**config.mk**
```make
export PLATFORM = sky130hd
export DESIGN_NAME = serial_subtractor
export DESIGN_NICKNAME = d
export VERILOG_FILES = /design/src/rtl/alu_pkg.sv /design/src/rtl/full_subtractor_1.sv /design/src/rtl/serial_subtractor.sv
export SDC_FILE = /design/constraint.sdc
export NUM_CORES = 1
export LEC_CHECK = 0
export CAP_MARGIN = 20
export CORE_ASPECT_RATIO = 0.75
export CORE_MARGIN = 2
export CORE_UTILIZATION = 50
export DETAILED_ROUTE_END_ITERATION = 7
export GPL_TIMING_DRIVEN = 0
export PLACE_DENSITY = 0.77
export SYNTH_ARGS = -nofsm -noshare
export SYNTH_HDL_FRONTEND = slang
export SYNTH_HIERARCHICAL = 1
export SYNTH_SLANG_ARGS = --single-unit
```
**constraint.sdc**
```tcl
create_clock -name clk -period 1.9 [get_ports clk]
set_input_delay 0.19 -clock clk [delete_from_list [all_inputs] [get_ports clk]]
set_output_delay 0.19 -clock clk [all_outputs]
set_load 0.005 [all_outputs]
```
**src/rtl/alu_pkg.sv**
```systemverilog
// Shared ALU types and defaults.
// Used by the serial subtract path and its 1-bit cell.
package alu_pkg;

  typedef enum logic [1:0] {
    IDLE = 2'd0,
    RUN  = 2'd1,
    DONE = 2'd2
  } sub_state_t;

  localparam int ALU_WIDTH_DEF = 4;

endpackage

```
**src/rtl/full_subtractor_1.sv**
```systemverilog
// 1-bit full subtractor cell: d = i - j - bin.
// Subtract counterpart of the 1-bit adder cell.
module full_subtractor_1 (
  input  logic i,
  input  logic j,
  input  logic bin,
  output logic d,
  output logic bout
);

  assign d    = i ^ j ^ bin;
  assign bout = (~i & j) | (~(i ^ j) & bin);

endmodule

```
**src/rtl/serial_subtractor.sv**
```systemverilog
// Bit-serial two's-complement subtractor, LSB first.
// One full-subtractor cell plus a borrow flop; valid/ready on both sides.
module serial_subtractor
  import alu_pkg::*;
#(
  parameter int WIDTH = ALU_WIDTH_DEF
) (
  input  logic             clk,
  input  logic             rst_n,
  input  logic             in_valid,
  output logic             in_ready,
  input  logic [WIDTH-1:0] a,
  input  logic [WIDTH-1:0] b,
  output logic             out_valid,
  input  logic             out_ready,
  output logic [WIDTH-1:0] q,
  output logic             borrow_out,
  output logic             overflow,
  output logic             zero
);

  localparam int CW = (WIDTH > 1) ? $clog2(WIDTH) : 1;
  localparam logic [CW-1:0] LAST = CW'(WIDTH - 1);

  sub_state_t state_q, state_d;

  logic [WIDTH-1:0] a_sr_q, a_sr_d;
  logic [WIDTH-1:0] b_sr_q, b_sr_d;
  logic [WIDTH-2:0] p_q, p_d;
  logic [WIDTH-1:0] q_q, q_d;
  logic [CW-1:0]    cnt_q, cnt_d;
  logic             bor_q, bor_d;
  logic             a_msb_q, a_msb_d;
  logic             b_msb_q, b_msb_d;
  logic             brw_q, brw_d;
  logic             ovf_q, ovf_d;
  logic             zro_q, zro_d;

  logic             d_bit;
  logic             bo_bit;
  logic [WIDTH-1:0] q_next;
  logic             accept;
  logic             run;
  logic             last;

  full_subtractor_1 u_fs (
    .i    (a_sr_q[0]),
    .j    (b_sr_q[0]),
    .bin  (bor_q),
    .d    (d_bit),
    .bout (bo_bit)
  );

  // p_q holds the low result bits gathered so far, packed at its top end
  assign q_next = {d_bit, p_q};
  assign accept = (state_q == IDLE) & in_valid;
  assign run    = (state_q == RUN);
  assign last   = run & (cnt_q == LAST);

  always_ff @(posedge clk or negedge rst_n) begin
    if (!rst_n) begin
      state_q <= IDLE;
    end else begin
      state_q <= state_d;
    end
  end

  always_comb begin
    state_d = state_q;
    unique case (state_q)
      IDLE: if (in_valid) state_d = RUN;
      RUN:  if (cnt_q == LAST) state_d = DONE;
      DONE: if (out_ready) state_d = IDLE;
      default: state_d = IDLE;
    endcase
  end

  always_comb begin
    in_ready  = (state_q == IDLE);
    out_valid = (state_q == DONE);
  end

  always_comb begin
    a_sr_d  = a_sr_q;
    b_sr_d  = b_sr_q;
    p_d     = p_q;
    q_d     = q_q;
    cnt_d   = cnt_q;
    bor_d   = bor_q;
    a_msb_d = a_msb_q;
    b_msb_d = b_msb_q;
    brw_d   = brw_q;
    ovf_d   = ovf_q;
    zro_d   = zro_q;
    unique case (1'b1)
      accept: begin
        a_sr_d  = a;
        b_sr_d  = b;
        a_msb_d = a[WIDTH-1];
        b_msb_d = b[WIDTH-1];
        bor_d   = 1'b0;
        cnt_d   = '0;
      end
      run: begin
        a_sr_d = a_sr_q >> 1;
        b_sr_d = b_sr_q >> 1;
        p_d    = q_next[WIDTH-1:1];
        bor_d  = bo_bit;
        if (!last) cnt_d = cnt_q + CW'(1);
        if (last) begin
          q_d   = q_next;
          brw_d = bo_bit;
          ovf_d = (a_msb_q != b_msb_q) & (d_bit != a_msb_q);
          zro_d = (q_next == '0);
        end
      end
      default: ;
    endcase
  end

  always_ff @(posedge clk or negedge rst_n) begin
    if (!rst_n) begin
      a_sr_q  <= '0;
      b_sr_q  <= '0;
      p_q     <= '0;
      q_q     <= '0;
      cnt_q   <= '0;
      bor_q   <= 1'b0;
      a_msb_q <= 1'b0;
      b_msb_q <= 1'b0;
      brw_q   <= 1'b0;
      ovf_q   <= 1'b0;
      zro_q   <= 1'b0;
    end else begin
      a_sr_q  <= a_sr_d;
      b_sr_q  <= b_sr_d;
      p_q     <= p_d;
      q_q     <= q_d;
      cnt_q   <= cnt_d;
      bor_q   <= bor_d;
      a_msb_q <= a_msb_d;
      b_msb_q <= b_msb_d;
      brw_q   <= brw_d;
      ovf_q   <= ovf_d;
      zro_q   <= zro_d;
    end
  end

  assign q          = q_q;
  assign borrow_out = brw_q;
  assign overflow   = ovf_q;
  assign zero       = zro_q;

endmodule

```
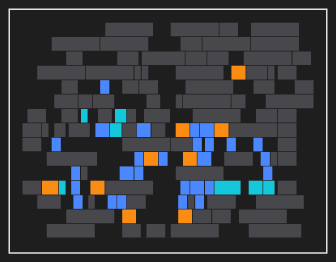
(images/gate_families.png)
- NOR gates: cyan (cells 7; most used nor2b_1)
- inverting AOI/OAI gates: blue (cells 27)
- AND and OR gates: orange (cells 9; most used and2b_1)
post-route insts no fill: 150
Commonest Layout Cell: sky130_fd_sc_hd__dfrtp_1
fraction of standard cell area in multi-input logic: 34.27%

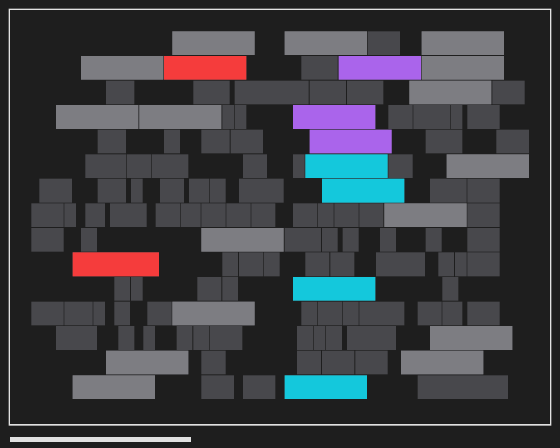
(images/registers.png)
Scale bar: 20 um. Other sequential cells in the stronger grey, the rest of the logic in the fainter grey.
- b_sr_q: cyan (sequential cells 4)
- state_q: red (sequential cells 2)
- p_q: purple (sequential cells 3)
power in sequential cells: 0.952 mW
final core area utilization: 65.33%
flip-flop and latch share of the layout cell area: 42.60%
combined flip-flop and latch cell area: 626.9 um2

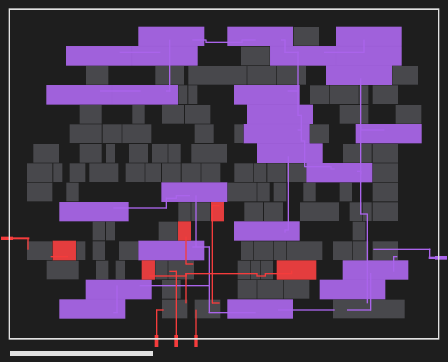
(images/port_nets.png)
Scale bar: 20 um.
- a: red (bits 4; direction input; edge 3 bottom, 1 left; end cells 5; buffers 4; wire 69.2 um)
- rst_n: purple (bits 1; direction input; edge right; end cells 25; buffers 2; wire 190 um)
number of I/O port buffers: 20
count of boundary I/O pins: 21

==> summary.txt <==
From the run reports.

- The run finished with clean final reports.
- The routed length on met2 is 1114 um.
- The net count after synthesis is 115.
- The startpoint type of the worst setup path reads a flip-flop.
- Subtracting the final worst setup slack from the clock period gives 1.780 ns.
- The number of warnings in the stage logs is 26.
- The largest delay contributor family on the critical path reads buffers and inverters.
- For the worst reg-to-reg path, the startpoint reported by OpenROAD is b_sr_q[0].
- According to the finish report, the design has a final net count of 140.
- The switching part of the total power is 34.36%.
- Counting flops with a built-in enable in the synthesized netlist gives 0.
- Clock tree synthesis found a total of 25 sinks.
- The wire length of the first global-routing pass reads 3919 um.
- Together, buffers and inverters on the worst path number 3.
- Per the cell usage report, the commonest logic cells after layout are sky130_fd_sc_hd__dfrtp_1, sky130_fd_sc_hd__clkdlybuf4s50_1, sky130_fd_sc_hd__a21oi_1, sky130_fd_sc_hd__o21ai_0, sky130_fd_sc_hd__mux2_2.
- The number of filler cells placed in the layout is 188.
- In the setup report, the worst path falls into the class reg2out.
- Summing the sequential cell areas from Yosys gives 53.59% of the chip area.
- The endpoint arrival time on the critical path is 1.59 ns.
- The detailed placer reported the number of placed instances as 146.
- The most common cell in the netlist is sky130_fd_sc_hd__dfrtp_1.
-- registers in the layout, indices dropped and copies added (netlist names) --
| register | flops |
|---|---|
| q | 4 |
| b_msb_q | 1 |
| p_q | 3 |
| bor_q | 1 |
| a_sr_q | 4 |
| b_sr_q | 4 |
| state_q | 2 |
| zero | 1 |
| a_msb_q | 1 |
| overflow | 1 |
| borrow_out | 1 |
| cnt_q | 2 |
-- layout make-up --
class	instances	area [um2]	share of cell area, %
Buffer	4	33.78	2.296
Timing Repair Buffer	21	230.2	15.65
Tap cell	25	31.28	2.126
Clock buffer	3	22.52	1.531
Sequential cell	25	626.9	42.60
Multi-Input combinational cell	67	504.2	34.27
Clock inverter	1	7.507	0.5102
Inverter	4	15.01	1.020
No activity file was given, so power comes from the tool's default toggle rates.
